Fig. 1: run 1, routed clock nets over the placement
The bar under the picture is 20 µm long.
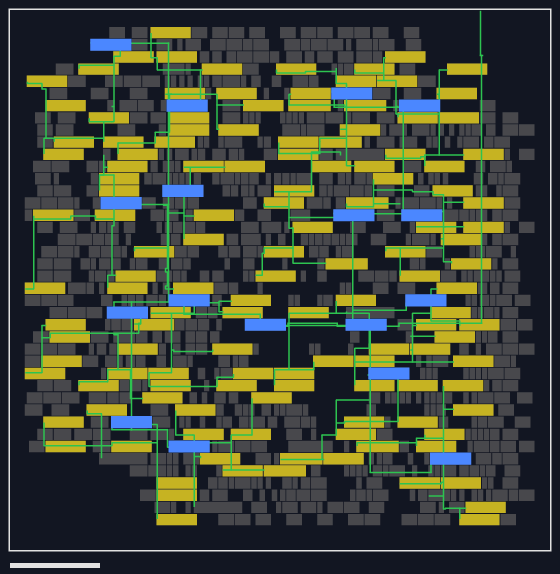
Fig. 2: run 1, I/O nets highlighted
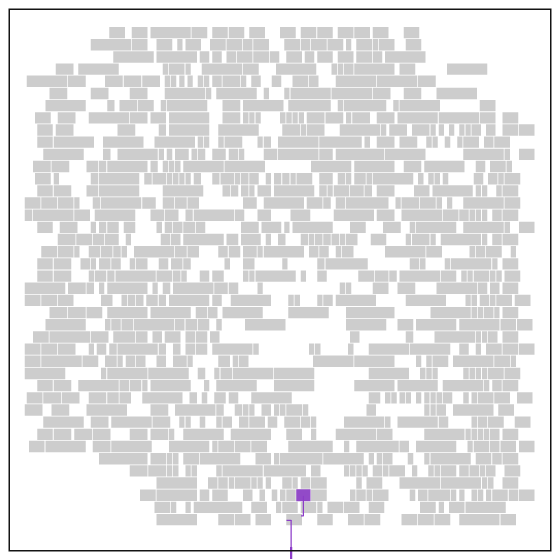
Fig. 3: run 1, signal wires by layer
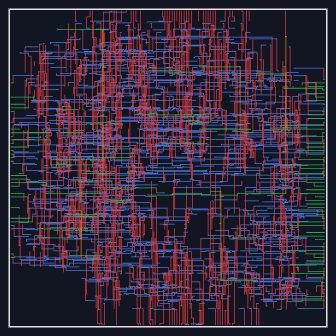
File: config.mk
export PLATFORM = sky130hd
export DESIGN_NAME = fetch_unit_flat
export DESIGN_NICKNAME = d
export VERILOG_FILES = /design/src/rtl/fetch_unit_if.sv /design/src/rtl/fetch_unit.sv /design/src/flat_wrapper.sv
export SDC_FILE = /design/constraint.sdc
export NUM_CORES = 1
export LEC_CHECK = 0
export CAP_MARGIN = 20
export CORE_MARGIN = 3
export CORE_UTILIZATION = 49
export DETAILED_ROUTE_END_ITERATION = 8
export PLACE_DENSITY = 0.8
export SYNTH_ARGS = -nofsm -noshare
export SYNTH_HDL_FRONTEND = slang
export SYNTH_SLANG_ARGS = --single-unit
File: constraint.sdc
create_clock -name clk -period 6.1 [get_ports clk]
set_clock_uncertainty 0.2 [all_clocks]
set_input_delay 1.22 -clock clk [delete_from_list [all_inputs] [get_ports clk]]
set_output_delay 1.22 -clock clk [all_outputs]
set_load 0.01 [all_outputs]
File: src/rtl/fetch_unit_if.sv
// Instruction-memory read port between the fetch stage (master) and memory (slave).
interface fetch_unit_if;
    logic        read;
    logic [31:0] address;
    logic [31:0] rdata;
    logic        resp;

    modport master (output read, output address, input rdata, input resp);
    modport slave  (input read, input address, output rdata, output resp);
endinterface

File: src/rtl/fetch_unit.sv
// Instruction fetch stage: PC, imem request FSM and single-entry output buffer.
// Define FETCH_JAL_SHORTCUT_EN to follow JAL targets directly at fetch time.
module fetch_unit #(
    parameter logic [31:0] RESET_PC = 32'h00000060
) (
    input  logic                clk,
    input  logic                rst,
    input  logic                stall_in,
    input  logic                redirect,
    input  logic [31:0]         redirect_pc,
    fetch_unit_if.master        imem,
    output logic [31:0]         ir_out,
    output logic [31:0]         pc_out,
    output logic                valid_out,
    output logic                flush_out
);

    localparam logic [31:0] NOP = 32'h00000013;

    typedef enum logic [1:0] {REQ, IDLE, SQUASH} state_t;

    state_t      state_q, state_d;
    logic [31:0] pc_q, pc_d;
    logic [31:0] hold_q, hold_d;
    logic [31:0] buf_ir_q, buf_ir_d;
    logic [31:0] buf_pc_q, buf_pc_d;
    logic        buf_valid_q, buf_valid_d;
    logic [31:0] next_pc;
    logic        read_w;
    logic [31:0] address_w;

`ifdef FETCH_JAL_SHORTCUT_EN
    logic [31:0] jal_imm;
    logic        is_jal;
    assign jal_imm = {{11{imem.rdata[31]}}, imem.rdata[31], imem.rdata[19:12],
                      imem.rdata[20], imem.rdata[30:21], 1'b0};
    assign is_jal  = (imem.rdata[6:0] == 7'b1101111);
    assign next_pc = is_jal ? (pc_q + jal_imm) : (pc_q + 32'd4);
`else
    assign next_pc = pc_q + 32'd4;
`endif

    always_ff @(posedge clk or posedge rst) begin
        if (rst) begin
            state_q     <= REQ;
            pc_q        <= RESET_PC;
            hold_q      <= RESET_PC;
            buf_ir_q    <= NOP;
            buf_pc_q    <= 32'd0;
            buf_valid_q <= 1'b0;
        end else begin
            state_q     <= state_d;
            pc_q        <= pc_d;
            hold_q      <= hold_d;
            buf_ir_q    <= buf_ir_d;
            buf_pc_q    <= buf_pc_d;
            buf_valid_q <= buf_valid_d;
        end
    end

    always_comb begin
        state_d     = state_q;
        pc_d        = pc_q;
        hold_d      = hold_q;
        buf_ir_d    = buf_ir_q;
        buf_pc_d    = buf_pc_q;
        buf_valid_d = buf_valid_q;
        read_w      = 1'b0;
        address_w   = pc_q;

        case (state_q)
            REQ: begin
                read_w    = 1'b1;
                address_w = pc_q;
                if (imem.resp) begin
                    buf_ir_d    = imem.rdata;
                    buf_pc_d    = pc_q;
                    buf_valid_d = 1'b1;
                    pc_d        = next_pc;
                    state_d     = IDLE;
                end
            end
            IDLE: begin
                if (buf_valid_q && !stall_in) begin
                    buf_valid_d = 1'b0;
                    state_d     = REQ;
                end
            end
            SQUASH: begin
                read_w    = 1'b1;
                address_w = hold_q;
                if (imem.resp) begin
                    state_d = REQ;
                end
            end
            default: begin
                state_d = REQ;
            end
        endcase

        // A live request cannot be abandoned, so an unanswered one is drained in SQUASH.
        if (redirect) begin
            pc_d        = redirect_pc;
            buf_valid_d = 1'b0;
            case (state_q)
                REQ: begin
                    if (imem.resp) begin
                        state_d = REQ;
                    end else begin
                        state_d = SQUASH;
                        hold_d  = pc_q;
                    end
                end
                IDLE:    state_d = REQ;
                SQUASH:  state_d = SQUASH;
                default: state_d = REQ;
            endcase
        end
    end

    assign imem.read    = read_w;
    assign imem.address = address_w;
    assign valid_out    = buf_valid_q;
    assign ir_out       = buf_valid_q ? buf_ir_q : NOP;
    assign pc_out       = buf_valid_q ? buf_pc_q : 32'd0;
    assign flush_out    = redirect;

endmodule

File: src/flat_wrapper.sv
// flat-port wrapper written by rule: the top's interface ports become plain ports
module fetch_unit_flat 
#(
    parameter logic [31:0] RESET_PC = 32'h00000060
)
  (clk, rst, stall_in, redirect, redirect_pc, ir_out, pc_out, valid_out, flush_out, imem_read, imem_address, imem_rdata, imem_resp);
  fetch_unit_if imem_i ();
  input  logic clk;
  input  logic rst;
  input  logic stall_in;
  input  logic redirect;
  input  logic [31:0] redirect_pc;
  output logic [31:0] ir_out;
  output logic [31:0] pc_out;
  output logic valid_out;
  output logic flush_out;
  output wire logic [$bits(imem_i.read)-1:0] imem_read;
  output wire logic [$bits(imem_i.address)-1:0] imem_address;
  input wire logic [$bits(imem_i.rdata)-1:0] imem_rdata;
  input wire logic [$bits(imem_i.resp)-1:0] imem_resp;
  assign imem_read = imem_i.read;
  assign imem_address = imem_i.address;
  assign imem_i.rdata = imem_rdata;
  assign imem_i.resp = imem_resp;
  fetch_unit #(.RESET_PC(RESET_PC)) u_core (.clk(clk), .rst(rst), .stall_in(stall_in), .redirect(redirect), .redirect_pc(redirect_pc), .imem(imem_i), .ir_out(ir_out), .pc_out(pc_out), .valid_out(valid_out), .flush_out(flush_out));
endmodule
==> run notes, run 1 <==
Figures from the implementation reports.

- The portion of synthesized cell area occupied by the leading cell type is between 40% and 50%.
- Of the combinational cells, the family taking the most area is simple AND/OR/NAND/NOR gates.
- The met3 demand-to-capacity share in global routing reads 5.75%.
- For the worst reg-to-reg path, the startpoint reported by OpenROAD is u_core.state_q[1].
- In the final report, the number of hold violations comes to 0.
- The sequential share of cell area reads 37.3%.
- The fraction of power spent switching nets reads 27.6%.
- The detailed-placement wirelength estimate is 11700 µm.
- Yosys attributes the largest share of cell area to sky130_fd_sc_hd__dfrtp_1 48%, sky130_fd_sc_hd__nand2_1 12%, sky130_fd_sc_hd__mux2_2 12%.
- The quantity of hold-fixing buffers added after cts reads 0.
- The data arrival time of the critical path reads 2.57 ns.
- The most used routing layer is met2.
- The finished layout holds 1009 standard cells, fillers aside.
- The standby leakage power is 0.00381 µW.
- The fraction of synthesis flops using an asynchronous set or reset pin is 100%.
- The number of top-level design ports is 168.
- The most critical hold endpoint after final layout shows a slack of between 0.2 and 0.3 ns.
- The switching component of the power is 838 µW.
- Recorded from the global router log, the overflow total was 0.
- The TritonCTS clock tree is yes.
- The maximum single-stage delay on the critical path is approximately 0.69 ns.
- The total routed wire length on the met1 layer reads 7280 µm.
- The count of inverters not on the clock network in the layout reads 8.
- The sequential share of power reads 40.7%.
- The width of the die reads 121 µm.
- The worst-case hold path end point is u_core.buf_ir_q[8].
- The global-route met2 utilization reads approximately 40%.
- Yosys reports that the most numerous cell types are 213 x sky130_fd_sc_hd__nand2_1, 124 x sky130_fd_sc_hd__dfrtp_1, 66 x sky130_fd_sc_hd__mux2_2, 62 x sky130_fd_sc_hd__and2_1, 43 x sky130_fd_sc_hd__clkbuf_1.
- There are 131 flip-flops and latches.
- Of the total synthesized cell area, the portion taken by full adders, half adders and majority gates is 0.194%.
- The area added between synthesis and finish is 36.8%.
- Per the timing report, the most critical flop-to-flop path finishes at u_core.pc_q[29].
- The actual slew at the worst max-slew pin reads 1.05 ns.
- The global routing report lists combined usage of all routing layers as about a quarter.
- The area of placed instances reads 8190 µm².
- The critical path endpoint reads flush_out.
- The final setup violation count is 0.
- According to the CTS report, the clock sink count is 131.
- The synthesized-area fraction occupied by ao, oa, aoi and oai cells reads 5.19%.
- The instance count along the most critical hold path is 2.
- The number of maximum-capacitance violations recorded for the run is 0.
- The xor-xnor portion of the synthesized cell area is 1.50%.
- For reference, the placement row count at floorplan is 41.
- The total number of warnings across the stage logs is 28.
- STA classifies the critical path startpoint as an input pin.
- The clock network contribution to total cell area is under 10%.
- The net count of the finished layout reads 894.
- Per the cell usage report, the commonest logic cells after layout are 213 x sky130_fd_sc_hd__nand2_1, 166 x sky130_fd_sc_hd__clkdlybuf4s50_1, 123 x sky130_fd_sc_hd__dfrtp_1.
- The post-cts gate resize count is 0.
- The cell chosen for the clock root reads sky130_fd_sc_hd__clkbuf_16.
- The flow ran to the end, and the final reports show no timing, DRC or antenna violations.
- The weighted congestion reported at the end of routability-driven placement reads between 0.7 and 0.8.
- The combinational gate count reads 493.
- The number of nets at floorplan reads 756.
- The number of buffers and inverters on the critical path reads 2.
- The number of antenna violations at the first check in global routing was 0.
- The post-synthesis register bit count reads 131.
- Looking at the VDD voltage map, the peak drop is 174 µV.
- The clock buffer count reads 22.
- The power in sequential cells reads 1240 µW.
- 0 antenna diodes ended up in the layout.
- The core region is 12700 µm².
- The number of logic stages on the critical path including buffering reads 2.
- The portion of netlist area occupied by mux cells is 11.7%.
- The number of DRC markers after the initial detailed-route iteration is 400.
- The biggest power consumer among the groups reads sequential cells.
- The mean post-synth cell area is between 9 and 10 µm².
- The maximum buffer depth of the clock tree reads 2.
- The utilization of the core after routing reads 69.3%.
- The share of the clock period used by the worst path reads roughly 65%.
- The combinational power is between 700 and 800 µW.
- The routed length per instance is approximately 17 µm.
- For this block, the via count after detailed routing is 5450.
- The routed layout reports a DRC error count of 0.
- The minimum setup slack after placement reads 1.79 ns.
- The power per cell area reads between 300 and 400 nW/µm².
- The setup slack after layout reads 2.11 ns.
About Fig. 1:
legend:
  blue:
    item: clock drivers
    count: 17
  yellow:
    item: flip-flops
    count: 131
  green:
    item: clock wires
    length: 1670 µm
routed clock nets: 18
clock network power consumption: 1070 µW
fraction of power consumed by the clock network: 35.2%
Late-Pin Clk Latency: 0.42 ns

About Fig. 2:
legend:
  purple:
    port: rst
    bits: 1
    direction: input
    edge: bottom
    end_cells: 1
    buffers: 1
    wire: 12.1 µm

About Fig. 3:
legend:
  blue:
    layer: metal 1
    wire_length: 7280 µm
  orange:
    layer: metal 4
    wire_length: 204 µm
  green:
    layer: metal 3
    wire_length: 1020 µm
  red:
    layer: metal 2
    wire_length: 8550 µm

==> inputs of run 2 (changes only) <==
==> constraint.sdc (replaced) <==
create_clock -name clk -period 3.8 [get_ports clk]
set_clock_uncertainty 0.2 [all_clocks]
set_input_delay 0.76 -clock clk [delete_from_list [all_inputs] [get_ports clk]]
set_output_delay 0.76 -clock clk [all_outputs]
set_load 0.01 [all_outputs]
==> run notes, run 2 <==
Figures from the implementation reports.

- CTS added clock buffers totalling 17.
- The quantity of hold-fixing buffers added after cts is 0.
- The area added between synthesis and finish reads 37.5%.
- The biggest power consumer among the groups reads sequential cells.
- The fraction of synthesis flops using an asynchronous set or reset pin reads 100%.
- The portion of netlist area occupied by mux cells is 11.7%.
- For reference, the top cells by area after synthesis are sky130_fd_sc_hd__dfrtp_1 48%, sky130_fd_sc_hd__nand2_1 12%, sky130_fd_sc_hd__mux2_2 12%.
- In this run the tools logged warnings totalling 28.
- The design draws 4920 µW.
- The number of DRC markers after the initial detailed-route iteration is 450.
- The area of placed instances is around 8000 µm².
- The type of element launching the critical path is a flip-flop.
- Per the OpenROAD floorplan log, the height of the die is 121 µm.
- The area of the core is roughly 13000 µm².
- The final wirelength reads 17100 µm.
- The maximum fanout along the worst path reads 32.
- The combinational gate count reads approximately 490.
- The fraction of the core area occupied by cells at floorplan reads between 50% and 60%.
- The critical path in the final layout is reported with a setup slack of 0.387 ns.
- The power in sequential cells is roughly 2000 µW.
- The number of antenna violations at the first check in global routing was 0.
- Subtracting the final worst setup slack from the clock period gives about 3.4 ns.
- The run finished with clean final reports.
- The wire length of the first global-routing pass reads 27600 µm.
- The area figure in the yosys stat output is approximately 6400 µm².
- The post-synthesis cell area reads 6440 µm².
- Looking at the clock tree report, the H-tree level count equals 4.
- Leaving out the clock tree, the finished layout contains a buffer count of 178.
- The switching component of the power is 1350 µW.
- The capture point of the critical path was reported as imem_address[31].
- The cell count listed in synth_stat.txt is 686.
- The global router's overall resource usage is 23.8%.
- The maximum buffer depth of the clock tree is 2.
- The final hold violation count is 0.
- In the synthesized netlist, the cells that appear most often are 213 x sky130_fd_sc_hd__nand2_1, 124 x sky130_fd_sc_hd__dfrtp_1, 66 x sky130_fd_sc_hd__mux2_2, 62 x sky130_fd_sc_hd__and2_1, 43 x sky130_fd_sc_hd__clkbuf_1.
- The weighted congestion reported at the end of routability-driven placement reads 0.814.
- The final layout contains 899 nets.
- In this run, the clock network consumes a little over a third of the power.
- The number of enable flip-flop cells reads 0.
- The global-route met2 utilization is ~39%.
- The count of inverters not on the clock network in the layout reads 8.
- The cell taking the most area after synthesis is sky130_fd_sc_hd__dfrtp_1.
- The width of the die is 121 µm.
- After clock tree synthesis, the setup repair step added 0 buffers.
- The final setup violation count reads 0.
- Per the cell usage report, the commonest logic cells after layout are 213 x sky130_fd_sc_hd__nand2_1, 166 x sky130_fd_sc_hd__clkdlybuf4s50_1, 123 x sky130_fd_sc_hd__dfrtp_1.
- Per STA, the worst path is made up of inv_1, nand2_1, buf_4, mux2_2, clkdlybuf4s50_1.
- The utilization of the core after routing reads 69.6%.
- Per Yosys stat, the portion of area used by sequential elements is 51.0%.
- The met1 demand-to-capacity share in global routing reads 30.9%.
- Summed over all layers, the global routing overflow is 0.
- The cell class with the largest area share is flip-flops and latches.
- The number of DRC violations after detailed routing is 0.
- The most used routing layer is met2.
- After layout, the worst path uses 89.8% of the clock period.
- The worst-case hold path end point reads u_core.buf_ir_q[1].
- The path type of the worst setup path reads flip-flop to primary output.
- The number of nets with antenna violations after routing reads 0.
- The report counts max-capacitance violations totalling 0.
- The fraction of power consumed by combinational cells reads 24.0%.
- The cell area after layout reads 8860 µm².
- Per the final report, the share of cell area in non-clock buffers is 19.9%.
- The number of nets at floorplan reads 756.
- The critical path crosses 5 cells after its start point.
- The data arrival time of the critical path reads 2.45 ns.
- The hold path startpoint is u_core.buf_ir_q[1].
- The element type at the critical path end reads a primary output.
- The length of the first detailed-routing pass in iterations is 5.
- The standby leakage power is 0.00383 µW.
- The dominant non-sequential cell family after synthesis is simple AND/OR/NAND/NOR gates.
- The number of tap instances reads 172.
- The diode insertion count for antenna repair reads 0.
- Looking at the cell usage after synthesis, the top flip-flop cell is sky130_fd_sc_hd__dfrtp_1.
- The final hold slack is 0.253 ns.
- The sequential share of cell area reads 37.1%.
- The number of distinct library cells after synthesis reads between 40 and 50.
- The fmax is 293 MHz.
- The number of placed instances, taps included, is 982.
- Internal power comes to 3570 µW.
- The later pin in the worst-skew pair is clocked with a latency of 0.42 ns.
- The fill cell instance count of the final layout is 1001.
- The sum of negative setup slack reads 0 ns.
- Per the synthesis report, the AND-OR/OR-AND share of the synthesized area is around 5.2%.
- The met3 demand-to-capacity share in global routing is 5.47%.
- The wire length on met3 is 1110 µm.
- The portion of synthesized cell area occupied by the leading cell type reads 48.2%.
- Summing the areas of all fa, ha and maj instances in the mapped netlist gives 0.194% of the synthesized area.
- The vias after detailed routing reads 5502.
- The peak supply drop reads between 200 and 300 µV.
- The cell row count reads 41.
- The detailed-placement wirelength estimate reads around 11000 µm.
- The cell family with the largest share of critical-path delay is buffers and inverters.
- The mean post-synth cell area reads 9.39 µm².
- The total number of yosys warnings is 0.
- The simple-gate share of the synthesized area is 26.6%.
- Sequential cells burn roughly 40% of the power.
- The critical path required time reads around 2.8 ns.
- The number of slew-limit violations in the final report is 0.
- The most instantiated library cell after synthesis reads sky130_fd_sc_hd__nand2_1.
- The type recorded for the worst min-delay path is flip-flop to flip-flop.
- Per the OpenROAD floorplan log, the area of the die is 14600 µm².
- The longest incremental delay of any stage on the critical path is reported as 0.53 ns.
- The top layer used by detailed routing is met4.
- The number of global-route vias before repair reads 5516.
- The cell chosen for the clock root is sky130_fd_sc_hd__clkbuf_16.
- The post-cts gate resize count is 0.
- The xor-xnor portion of the synthesized cell area is roughly 1.5%.
- The area used by multi-input combinational logic is 2920 µm².
- Per the detail_route log, met2 wirelength is about 8500 µm.
- In the final routed layout, each cell accounts on average for 16.8 µm.
- The fraction of power spent switching nets reads between 20% and 30%.
- Counting instances, the worst hold path has a depth of 2.
- In this run the power density over the cells is 555 nW/µm².
- The post-synthesis register bit count is roughly 130.
- Measured on the final layout, the clock distribution area share stands at 7.20%.
- The endpoint of the worst-slack reg-to-reg timing path reads u_core.pc_q[29].
- The minimum setup slack after placement is 0.427 ns.
- The most critical setup path has its startpoint at u_core.state_q[0].
- Looking at the max-slew report, the worst-margin pin has a slew of 0.891 ns.
- The TritonCTS clock tree reads yes.
- The combinational power reads 1180 µW.
- Per the post-run analysis, buffers plus inverters along the critical path come to 3.
- The post-route report lists met1 wire length as 7240 µm.
- STA lists the startpoint of the worst register-to-register path as u_core.state_q[1].
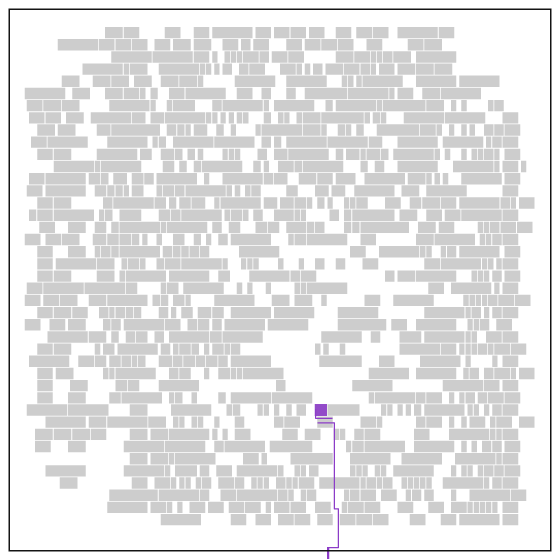
Fig. 4. I/O nets highlighted (run 2).
legend:
  purple:
    port: rst
    bits: 1
    direction: input
    edge: bottom
    end_cells: 1
    buffers: 1
    wire: 40.7 µm
port buffer count: 167
IO Count: 168

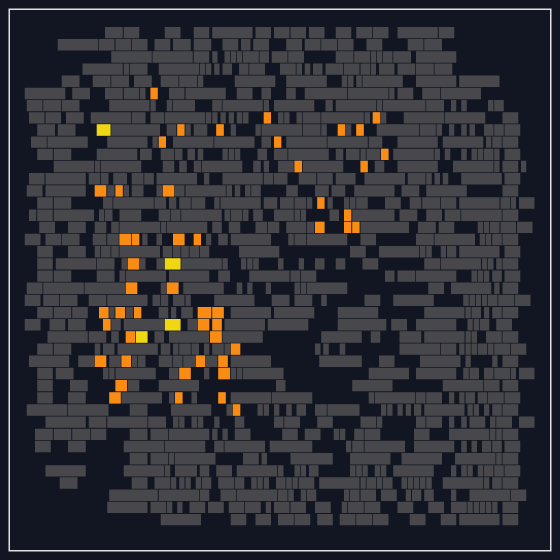
Fig. 5. Gate-type map (run 2).
legend:
  yellow:
    family: AND-OR and OR-AND gates
    cells: 4
    where: middle left
  orange:
    family: inverting AOI/OAI gates
    cells: 49
most common cell after layout, fill and taps aside: sky130_fd_sc_hd__nand2_1
final non-filler cell total: 1014
logic share of the area: 33.0%

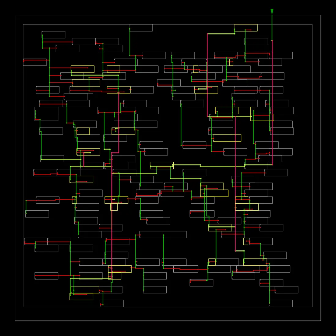
Fig. 6. Clock wiring as the flow saved it (run 2).
clock network power consumption: 1760 µW
Clock Buffer Count: 23
number of sequential cells: 131
number of sinks handled by clock tree synthesis: 131

Power figures rest on the tool's default switching activity, not on a simulated workload.
